[config.mk]
export PLATFORM = sky130hd
export DESIGN_NAME = colcomp_mult_pipe
export DESIGN_NICKNAME = d
export VERILOG_FILES = /design/src/rtl/colcomp_mult_pipe.sv
export SDC_FILE = /design/constraint.sdc
export NUM_CORES = 1
export LEC_CHECK = 0
export ABC_AREA = 1
export CAP_MARGIN = 10
export CORE_MARGIN = 4
export CORE_UTILIZATION = 36
export DETAILED_ROUTE_END_ITERATION = 16
export MAX_ROUTING_LAYER = met4
export PLACE_DENSITY_LB_ADDON = 0.08
export SYNTH_ARGS = -nofsm -noshare
export SYNTH_HDL_FRONTEND = slang
export SYNTH_SLANG_ARGS = --single-unit
[constraint.sdc]
create_clock -name clk -period 2.9 [get_ports clk]
set_clock_uncertainty 0.1 [all_clocks]
set_input_delay 0.58 -clock clk [delete_from_list [all_inputs] [get_ports clk]]
set_output_delay 0.58 -clock clk [all_outputs]
set_load 0.02 [all_outputs]
[src/rtl/colcomp_mult_pipe.sv]
// Three-stage pipelined column-compression multiplier with valid/ready flow control.
// Define COLCOMP_MULT_SIGNED_EN for two's complement operands (Baugh-Wooley correction).
module colcomp_mult_pipe #(
  parameter int unsigned WIDTH = 6
) (
  input  logic               clk,
  input  logic               rst,
  input  logic               in_valid,
  output logic               in_ready,
  input  logic [WIDTH-1:0]   in_a,
  input  logic [WIDTH-1:0]   in_b,
  output logic               out_valid,
  input  logic               out_ready,
  output logic [2*WIDTH-1:0] out_p,
  output logic               busy
);

  localparam int unsigned CW   = $clog2(WIDTH + 1) + 1;
  localparam int unsigned NCOL = 2 * WIDTH - 1;
  localparam int unsigned PW   = 2 * WIDTH;

  logic             v1_q, v2_q, v3_q;
  logic [WIDTH-1:0] pp_q [WIDTH];
  logic [WIDTH-1:0] pp_d [WIDTH];
  logic [CW-1:0]    cnt_q [NCOL];
  logic [CW-1:0]    cnt_d [NCOL];
  logic [PW-1:0]    sum_d;
  logic             stall;

  assign stall     = v3_q && !out_ready;
  assign in_ready  = !stall;
  assign out_valid = v3_q;
  assign busy      = v1_q | v2_q | v3_q;

  // pp_d[i][j] carries weight 2^(i+j)
  always_comb begin
    for (int unsigned i = 0; i < WIDTH; i++) begin
      for (int unsigned j = 0; j < WIDTH; j++) begin
        pp_d[i][j] = in_a[j] & in_b[i];
`ifdef COLCOMP_MULT_SIGNED_EN
        if ((i == WIDTH - 1) != (j == WIDTH - 1)) begin
          pp_d[i][j] = ~pp_d[i][j];
        end
`endif
      end
    end
  end

  always_comb begin
    for (int unsigned k = 0; k < NCOL; k++) begin
      cnt_d[k] = '0;
    end
    for (int unsigned i = 0; i < WIDTH; i++) begin
      for (int unsigned j = 0; j < WIDTH; j++) begin
        cnt_d[i+j] = cnt_d[i+j] + CW'(pp_q[i][j]);
      end
    end
`ifdef COLCOMP_MULT_SIGNED_EN
    cnt_d[WIDTH] = cnt_d[WIDTH] + CW'(1);
`endif
  end

  // Carry-propagate resolution; bits above 2*WIDTH are discarded
  always_comb begin
    sum_d = '0;
    for (int unsigned k = 0; k < NCOL; k++) begin
      sum_d = sum_d + (PW'(cnt_q[k]) << k);
    end
`ifdef COLCOMP_MULT_SIGNED_EN
    sum_d = sum_d + {1'b1, {(PW - 1){1'b0}}};
`endif
  end

  always_ff @(posedge clk) begin
    if (rst) begin
      v1_q  <= 1'b0;
      v2_q  <= 1'b0;
      v3_q  <= 1'b0;
      out_p <= '0;
      for (int unsigned i = 0; i < WIDTH; i++) begin
        pp_q[i] <= '0;
      end
      for (int unsigned k = 0; k < NCOL; k++) begin
        cnt_q[k] <= '0;
      end
    end else if (!stall) begin
      v1_q <= in_valid;
      v2_q <= v1_q;
      v3_q <= v2_q;
      if (in_valid) begin
        for (int unsigned i = 0; i < WIDTH; i++) begin
          pp_q[i] <= pp_d[i];
        end
      end
      if (v1_q) begin
        for (int unsigned k = 0; k < NCOL; k++) begin
          cnt_q[k] <= cnt_d[k];
        end
      end
      if (v2_q) begin
        out_p <= sum_d;
      end
    end
  end

endmodule

Figure 1. Metal 2.
Drawn at 4 px/micron.
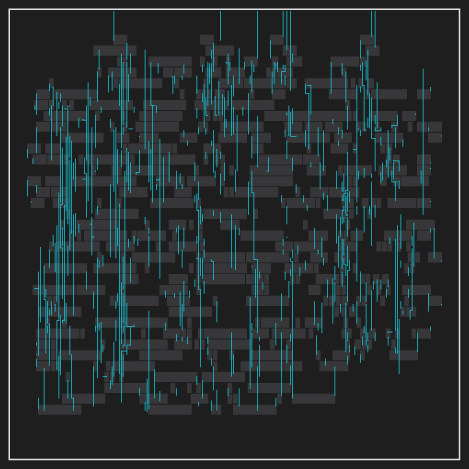
- nets with wire on the layer: 325
- main direction: vertical
- share of all routed wire: 46%
drt total wl: 6.33 mm
met2 Usage GRT: 17.6%
via count: 2282

Figure 2. Placement by cell class.
Drawn at 3 px/micron. Fill, decap, tap and diode cells in grey.
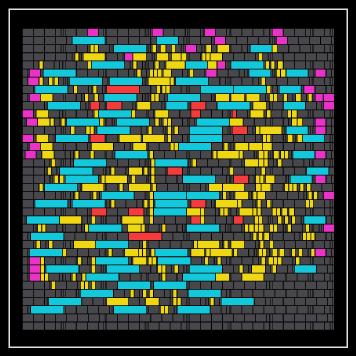
- combinational and other logic: yellow (cells 284; share of their area 39%)
- flops: cyan (cells 76; share of their area 48%)
- other buffers and delay cells: magenta (cells 33; share of their area 7.3%)
- clock drivers and dummy loads: red (cells 16; share of their area 5.0%)
core area: 0.0105 sq mm
post-route cell area: 0.00459 sq mm
Seq/total area: 46.4%
final core occ: 43.9%
Rows: 37

Figure 3. Clock wires, drivers and flops.
Drawn at 4 px/micron.
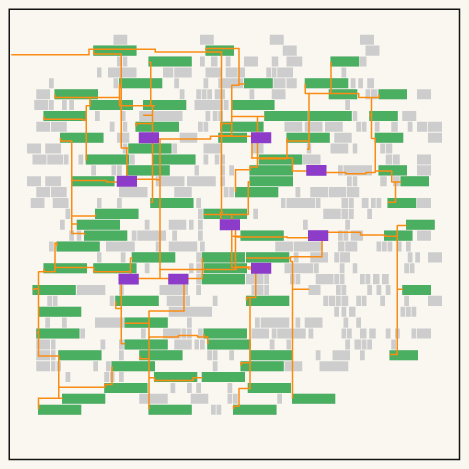
- clock wires: orange (length 1080 microns)
- flip-flops: green (count 76)
- clock drivers: purple (count 9)
- routed clock nets: 10
- flops lie: spread over the die
clk latency late pin: 0.34 ns
clock network power: 907 uW
Clk pwr share: 35.1%

Figure 4. Clock wiring as the flow saved it.
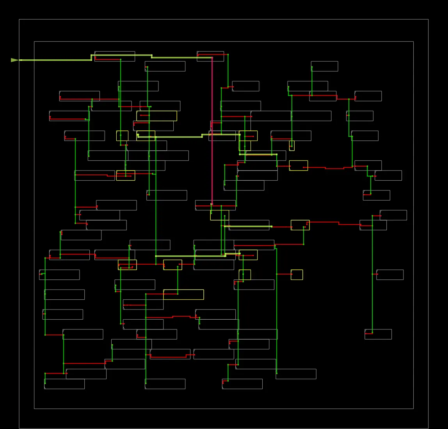
Sink Count: 76
TritonCTS Buffers: 9
Seq cells: 76
clkbuf count: 9

Figure 5. I/O nets highlighted.
Drawn at 3 px/micron.
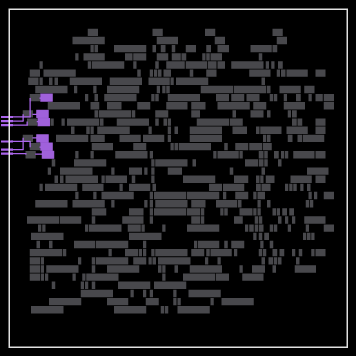
- `in_a`: purple (direction input; edge west; end cells 6; buffers 6; wire 52.4 microns)
IO buf count: 30
I/O Pins: 31

==> deck_impl_summary.md <==
Run Summary

Die
  – Die Wd: 112 microns
  – Die area: 0.0126 sq mm
  – Height of the die: 112 microns
  – Fp util: 37.3%

Layout
  – Top cell excl fill/tap: inv_1
  – Net count, final: 464
  – # diodes: 0
  – Layout fillers: 1070
  – Most frequent cells in the layout: inv_1 (87), nor2_1 (84), edfxtp_1 (61)
  – Share of cells above drive strength 1: 8.07%

Route
  – Pre-antenna DRT Iters: 4
  – Avg WL per Cell: 11.6 microns
  – Post-DRT Antenna Nets: 0
  – Remaining DRCs: 0
  – Drt initial violations: 71
  – Vias/cell: 4.19

Timing
  – RSZ-0062 raised after global routing: no
  – Setup TNS Final: 0 ns
  – FMAX: 0.392 GHz
  – Slew Limit Fails: 0
  – Fin crit period: 2.55 ns
  – Slew Limit Headroom: 69.0%
  – Hold Slack: 0.390 ns
  – Final hold violations: 0
  – Count of final setup violators: 0
  – Worst Tran Pin Value: 0.465 ns

Job
  – Total tool warning count: 26
  – MaxCap Viol Count: 0

Pwr
  – P_leak: 0.00213 uW
  – P per Cell Area: 561 mW/mm^2
  – Worst vdd ir: 0.253 mV

Hold path
  – Hold path depth: 2
  – Hold Crit Start: cnt_q[0][0]
  – HP Class: reg -> reg
  – Hold endpoint: out_p[0]

CTS
  – H-tree Lvls: 3
  – Clk buf depth: 2
  – Reg clk slew, reported paths: 0.08 ns
  – Resize count post-CTS: 0
  – Post-CTS Setup Repair Bufs: 0
  – CTS tree: yes
  – Hold buffers post-CTS: 0
  – Root Driver: clkbuf_8

Synth
  – Yosys top cell by area: edfxtp_1
  – Dominant cell area share: 46.9%
  – Main flop type: edfxtp_1
  – Yosys top cell by instances: inv_1
  – Post-synth ARST share: 0%
  – Ys cells: 364
  – Cell Area, Synth: 0.00391 sq mm
  – Synth cell count leaders: inv_1 (87), nor2_1 (84), edfxtp_1 (61)
  – Synth Instances: 364
  – Yosys stat area: 0.00391 sq mm
  – Synthesized net count: 424
  – Post-Syn Area per Cell: 10.7 sq um
  – EDFF count, synth: 61
  – Yosys warning tally: 0
  – Ys flops: 76
  – Cell variety after synth: 23

Outcome
  – Status: completed

Setup path
  – Worst path required time: 2.22 ns
  – Reg-to-Reg End: cnt_q[0][21]
  – Reg2Reg Depth: 8
  – Critical path arrival: 1.87 ns
  – Crit Path Category: in -> out
  – Crit Reg-Reg Startpoint: pp_q[5][0]
  – Worst-path fanout max: 5
  – Critical Path Start: out_ready
  – Slack of the worst reg-to-reg path: 0.36 ns
  – Critical path endpoint category: output pin
  – Crit path to: in_ready

Placement
  – GP Congestion: 0.780

GRT
  – Pin count of the biggest net entering global routing: 37
  – Gr ovfl total: 0
  – First-pass GRT wire length: 11.1 mm
  – GRT Overall Usage: 11.3%
[kinds of logic (layout without fill, tap and decap cells)]
kind of cell | count (synthesis) | count (layout) | synth area share [%]
buffers and inverters | 94 | 139 | 9.58
DFF | 76 | 76 | 54.6
and+or+nand+nor | 129 | 129 | 15.2
xor gates and xnor gates | 3 | 3 | 0.673
AOI/OAI and AO/OA | 18 | 18 | 2.37
adders and majority gates | 44 | 44 | 17.6
[worst max-delay path, stage by stage]
cell,delay [ns]
clkdlybuf4s50_1,0.44
nor2_4,0.24
inv_6,0.07
clkdlybuf4s50_1,0.54
[metrics by stage]
stage	instances	instance area (sq um)	setup slack (ns)	power, uW
finish	545	4590	0.350	2580
CTS	545	4590	0.340	2630
global route	545	4590	0.213	2740
floorplan	364	3910	0.416	1580
global placement	529	4370	0.355	1710
detailed placement	529	4370	0.341	1710
[where the power goes]
part	leakage (uW)	switching [uW]	internal (uW)	total, uW
Combinational	0.00124	234	162	396
Clock	0.000111	417	490	907
Sequential	0.000787	26.8	1250	1280
[metal layers]
layer  track usage (%)  vias to the layer above  wire [microns]
li1                  -                     1202               -
met1              14.6                     1035            3070
met2              17.6                       43            2930
met3              3.45                        2             289
met4              2.88                        0              40
met5                 -                        -               0
[cell type report]
cell class | instances | area, sq um | share of cell area [%]
Clock buffer | 9 | 124 | 2.70
Clock inverter | 7 | 98.8 | 2.15
Inverter | 90 | 343 | 7.46
Multi-Input combinational cell | 194 | 1400 | 30.6
Sequential cell | 76 | 2130 | 46.4
Tap cell | 136 | 170 | 3.70
Timing Repair Buffer | 33 | 323 | 7.03
[registers in the layout, summed over array words and instances, names as in the netlist]
name	flops
pp_q	36
cnt_q	25
v2_q	1
out_valid	1
out_p	12
v1_q	1
Power and IR drop assume default switching activity.
